`config.mk`:
```
export PLATFORM = sky130hd
export DESIGN_NAME = mem_port_arbiter
export DESIGN_NICKNAME = d
export VERILOG_FILES = /design/src/rtl/mem_port_arbiter.sv
export SDC_FILE = /design/constraint.sdc
export NUM_CORES = 1
export LEC_CHECK = 0
export CORE_MARGIN = 2
export CORE_UTILIZATION = 41
export DETAILED_ROUTE_END_ITERATION = 16
export PLACE_DENSITY = 0.8
export SYNTH_ARGS = -nofsm -noshare
export SYNTH_HDL_FRONTEND = slang
export SYNTH_SLANG_ARGS = --single-unit
```
`constraint.sdc`:
```
create_clock -name clk -period 2.18 [get_ports clk]
set_clock_uncertainty 0.15 [all_clocks]
set_input_delay 0.327 -clock clk [delete_from_list [all_inputs] [get_ports clk]]
set_output_delay 0.327 -clock clk [all_outputs]
set_load 0.005 [all_outputs]
```
`src/rtl/mem_port_arbiter.sv`:
```
// -----------------------------------------------------------------------------
// mem_port_arbiter
//
// Shares one single-ported unified memory between the instruction-fetch path
// and the load/store data path. Only one memory transaction is in flight at a
// time. Data accesses normally win ties, and a streak counter lets a waiting
// fetch through after STARVE_LIMIT consecutive data grants.
//
// Ports
//   clk        : single clock, all state on the rising edge
//   reset      : asynchronous, active-low (0 = in reset)
//   if_req     : fetch request, held until if_done
//   if_addr    : fetch address, stable while if_req
//   if_gnt     : 1-cycle pulse, fetch transaction launched
//   if_done    : 1-cycle pulse, if_rdata valid
//   if_rdata   : last fetched word, held until the next fetch completion
//   d_req      : data request, held until d_done
//   d_we       : 1 = store, 0 = load
//   d_addr     : data address
//   d_wdata    : store data
//   d_gnt      : 1-cycle pulse, data transaction launched
//   d_done     : 1-cycle pulse, data access complete
//   d_rdata    : last load data, updated only when a load completes
//   mem_req    : memory request, held until mem_ready
//   mem_we     : memory write enable
//   mem_addr   : memory address
//   mem_wdata  : memory write data
//   mem_rdata  : memory read data, valid with mem_ready
//   mem_ready  : memory transaction completes on this edge
//   busy       : a transaction is outstanding
// -----------------------------------------------------------------------------
module mem_port_arbiter #(
  parameter int ADDR_W       = 16,
  parameter int DATA_W       = 16,
  parameter int STARVE_LIMIT = 4
) (
  input  logic              clk,
  input  logic              reset,
  input  logic              if_req,
  input  logic [ADDR_W-1:0] if_addr,
  output logic              if_gnt,
  output logic              if_done,
  output logic [DATA_W-1:0] if_rdata,
  input  logic              d_req,
  input  logic              d_we,
  input  logic [ADDR_W-1:0] d_addr,
  input  logic [DATA_W-1:0] d_wdata,
  output logic              d_gnt,
  output logic              d_done,
  output logic [DATA_W-1:0] d_rdata,
  output logic              mem_req,
  output logic              mem_we,
  output logic [ADDR_W-1:0] mem_addr,
  output logic [DATA_W-1:0] mem_wdata,
  input  logic [DATA_W-1:0] mem_rdata,
  input  logic              mem_ready,
  output logic              busy
);

  localparam int STREAK_W = (STARVE_LIMIT < 1) ? 1 : $clog2(STARVE_LIMIT + 1);
  localparam logic [STREAK_W-1:0] STREAK_MAX = STREAK_W'(STARVE_LIMIT);

  typedef enum logic [1:0] {
    ST_IDLE   = 2'd0,
    ST_BUSY_F = 2'd1,
    ST_BUSY_D = 2'd2
  } state_t;

  state_t              state_q,     state_d;
  logic [STREAK_W-1:0] streak_q,    streak_d;
  logic                mem_req_q,   mem_req_d;
  logic                mem_we_q,    mem_we_d;
  logic [ADDR_W-1:0]   mem_addr_q,  mem_addr_d;
  logic [DATA_W-1:0]   mem_wdata_q, mem_wdata_d;
  logic                if_gnt_q,    if_gnt_d;
  logic                d_gnt_q,     d_gnt_d;
  logic                if_done_q,   if_done_d;
  logic                d_done_q,    d_done_d;
  logic [DATA_W-1:0]   if_rdata_q,  if_rdata_d;
  logic [DATA_W-1:0]   d_rdata_q,   d_rdata_d;

  // Requesters eligible for a grant on this edge, and the arbitration result.
  logic cand_f, cand_d;
  logic win_f,  win_d;

  // ---------------------------------------------------------------------------
  // Next-state / output logic
  // ---------------------------------------------------------------------------
  always_comb begin
    state_d     = state_q;
    streak_d    = streak_q;
    mem_req_d   = mem_req_q;
    mem_we_d    = mem_we_q;
    mem_addr_d  = mem_addr_q;
    mem_wdata_d = mem_wdata_q;
    if_gnt_d    = 1'b0;
    d_gnt_d     = 1'b0;
    if_done_d   = 1'b0;
    d_done_d    = 1'b0;
    if_rdata_d  = if_rdata_q;
    d_rdata_d   = d_rdata_q;
    cand_f      = 1'b0;
    cand_d      = 1'b0;
    win_f       = 1'b0;
    win_d       = 1'b0;

    case (state_q)
      ST_IDLE: begin
        // mem_ready is ignored here: nothing is outstanding.
        cand_f = if_req;
        cand_d = d_req;
      end

      ST_BUSY_F: begin
        if (mem_ready) begin
          if_done_d  = 1'b1;
          if_rdata_d = mem_rdata;
          mem_req_d  = 1'b0;
          state_d    = ST_IDLE;
          // The fetch requester still holds if_req on its own completion
          // edge, so only the data side may be granted back-to-back.
          cand_d     = d_req;
        end
      end

      ST_BUSY_D: begin
        if (mem_ready) begin
          d_done_d  = 1'b1;
          // mem_we_q is the registered d_we of the access now completing;
          // stores leave d_rdata untouched.
          if (!mem_we_q) begin
            d_rdata_d = mem_rdata;
          end
          mem_req_d = 1'b0;
          state_d   = ST_IDLE;
          cand_f    = if_req;
        end
      end

      default: begin
        state_d = ST_IDLE;
      end
    endcase

    // Data wins a tie unless fetch has already been passed over too often.
    win_d = cand_d && (!cand_f || (streak_q != STREAK_MAX));
    win_f = cand_f && !win_d;

    if (win_d) begin
      state_d     = ST_BUSY_D;
      mem_req_d   = 1'b1;
      mem_we_d    = d_we;
      mem_addr_d  = d_addr;
      mem_wdata_d = d_wdata;
      d_gnt_d     = 1'b1;
      // Only grants that make a waiting fetch wait longer count toward the
      // streak; a data grant with no fetch pending restarts it.
      if (if_req) begin
        if (streak_q != STREAK_MAX) begin
          streak_d = streak_q + STREAK_W'(1);
        end
      end else begin
        streak_d = '0;
      end
    end

    if (win_f) begin
      state_d     = ST_BUSY_F;
      mem_req_d   = 1'b1;
      mem_we_d    = 1'b0;
      mem_addr_d  = if_addr;
      mem_wdata_d = '0;
      if_gnt_d    = 1'b1;
      streak_d    = '0;
    end
  end

  // ---------------------------------------------------------------------------
  // State register. Reset abandons any in-flight access without a done pulse.
  // ---------------------------------------------------------------------------
  always_ff @(posedge clk or negedge reset) begin
    if (!reset) begin
      state_q     <= ST_IDLE;
      streak_q    <= '0;
      mem_req_q   <= 1'b0;
      mem_we_q    <= 1'b0;
      mem_addr_q  <= '0;
      mem_wdata_q <= '0;
      if_gnt_q    <= 1'b0;
      d_gnt_q     <= 1'b0;
      if_done_q   <= 1'b0;
      d_done_q    <= 1'b0;
      if_rdata_q  <= '0;
      d_rdata_q   <= '0;
    end else begin
      state_q     <= state_d;
      streak_q    <= streak_d;
      mem_req_q   <= mem_req_d;
      mem_we_q    <= mem_we_d;
      mem_addr_q  <= mem_addr_d;
      mem_wdata_q <= mem_wdata_d;
      if_gnt_q    <= if_gnt_d;
      d_gnt_q     <= d_gnt_d;
      if_done_q   <= if_done_d;
      d_done_q    <= d_done_d;
      if_rdata_q  <= if_rdata_d;
      d_rdata_q   <= d_rdata_d;
    end
  end

  assign if_gnt    = if_gnt_q;
  assign d_gnt     = d_gnt_q;
  assign if_done   = if_done_q;
  assign d_done    = d_done_q;
  assign if_rdata  = if_rdata_q;
  assign d_rdata   = d_rdata_q;
  assign mem_req   = mem_req_q;
  assign mem_we    = mem_we_q;
  assign mem_addr  = mem_addr_q;
  assign mem_wdata = mem_wdata_q;
  assign busy      = (state_q != ST_IDLE);

endmodule

```
### Cell outlines without signal wires

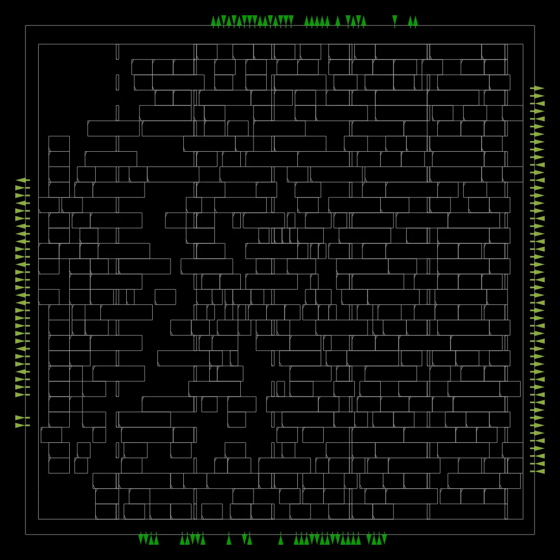
fin cells: 468
row count: 31
sequential cell area share: 38.83%
CORE AREA: 0.007253 mm^2

==> flow_summary.toml <==
# physical design summary
[status]
status = "finished clean"

[finish]
buffers = 151
mi_logic_area_mm2 = 0.001060
nFillCells = 544
num-clock-buffers = 10
drive_above_1_share_pct = 21.95

[grt]
grt_overflow = 0
grt_start_max_net_pins = 50

[placed_design]
gp_congestion = 0.7808
placedCellCount = 450
dp_slack_ps = -254.0

[synth]
yosysChipArea_mm2 = 0.003058
ys_cells = 214
avgSynthCellArea_um2 = 14.29

[cts]
clockBufferDepth = 2

[flow_run]
warning_count = 29
max_cap_violations = 0

[detailed_routing]
dr.pass1.iters = 4
final_antenna_net_count = 0
viasPerCell = 5.058

[critical_path]
worstPathArrival_ps = 2130
cpMaxStageDelayCell = "dfrtp_1"
crit_path_start_kind = "flip-flop"
cp_top_family = "AND-OR/OR-AND gates"

[power_and_ir_drop]
sw_frac_of_total_pct = 29.92
finalPower_mw = 6.698
pwr-share-comb_pct = 47.5
power_leader = "combinational logic"
p_comb_mw = 3.18
p_seq_mw = 2.44

[die]
dieArea_mm2 = 0.008165
num_io_pins = 141

[timing]
finalSetupTns_ps = 0
fin_crit_ps = 2058
hold_violations = 0
finalWorstSetupSlack_ps = 122.0

[worst_hold_path]
hold_class = "in2async"
### M3 wires

The bar under the picture is 20 um long.
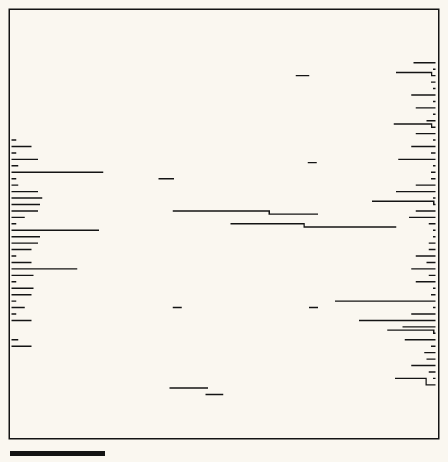
share of all routed wire: 5.4%
longest straight run: 20.9 um
global routing usage on met3: 4.424%
final wirelength: 7704 um
via count: 2367

## kinds of logic after synthesis
group                    share of synthesized area [%]
multiplexers                                     12.44
AND-OR/OR-AND                                    14.03
AND/OR/NAND/NOR                                  6.138
adder cells (fa/ha/maj)                          2.046
buffers and inverters                            3.969
flip-flops                                       61.37
## what timing repair did
item                       in CTS  in global routing
buffers inserted                1                  0
resized                         0                  1
pin swaps                       1                  0
setup endpoints to repair      17                  1
hold buffers                    1                  0
hold endpoints to repair       26                  0
## placed cells by master (no fill, tap or decap)
cell type and instances:
clkdlybuf4s50_1 138, dfrtp_1 75, mux2_2 32, a22o_1 18, or3_1 16, o221a_2 16, clkbuf_8 10, inv_1 8
nand2_1 7, buf_4 7, ha_1 5, buf_12 4, nor2_1 3, nand2b_1 2, a21oi_1 2, o22ai_1 2
mux2i_1 2, nand3_1 2, clkinv_4 2, clkinv_2 2, a21o_4 1, nand2_2 1, a21o_1 1, and2_4 1
o21ai_4 1, inv_2 1, and3_1 1, and2_1 1, o21ai_0 1, a22oi_1 1, a21oi_2 1, a32oi_1 1
clkinvlp_4 1, bufinv_16 1, dlygate4sd3_1 1, dlymetal6s2s_1 1
## flip-flops by register name (all words and copies together), names as in the netlist
register   count
state_q        2
mem_addr      16
if_rdata      16
d_rdata       16
d_done         1
if_done        1
if_gnt         1
mem_we         1
mem_req        1
d_gnt          1
mem_wdata     16
streak_q       3
## path summary, 6_finish.rpt
check	startpoint	to	slack, ps	cells past startpoint
max in group asynchronous	reset	mem_wdata[8]	1030	3
min in group clk	mem_req	mem_req	350	2
setup / recovery	state_q[0]	mem_addr[6]	120	8
hold / removal	reset	d_rdata[6]	280	2
setup reg to reg	state_q[0]	mem_addr[6]	120	8
hold reg to reg	mem_req	mem_req	350	2
No activity file was given, so power comes from the tool's default toggle rates.
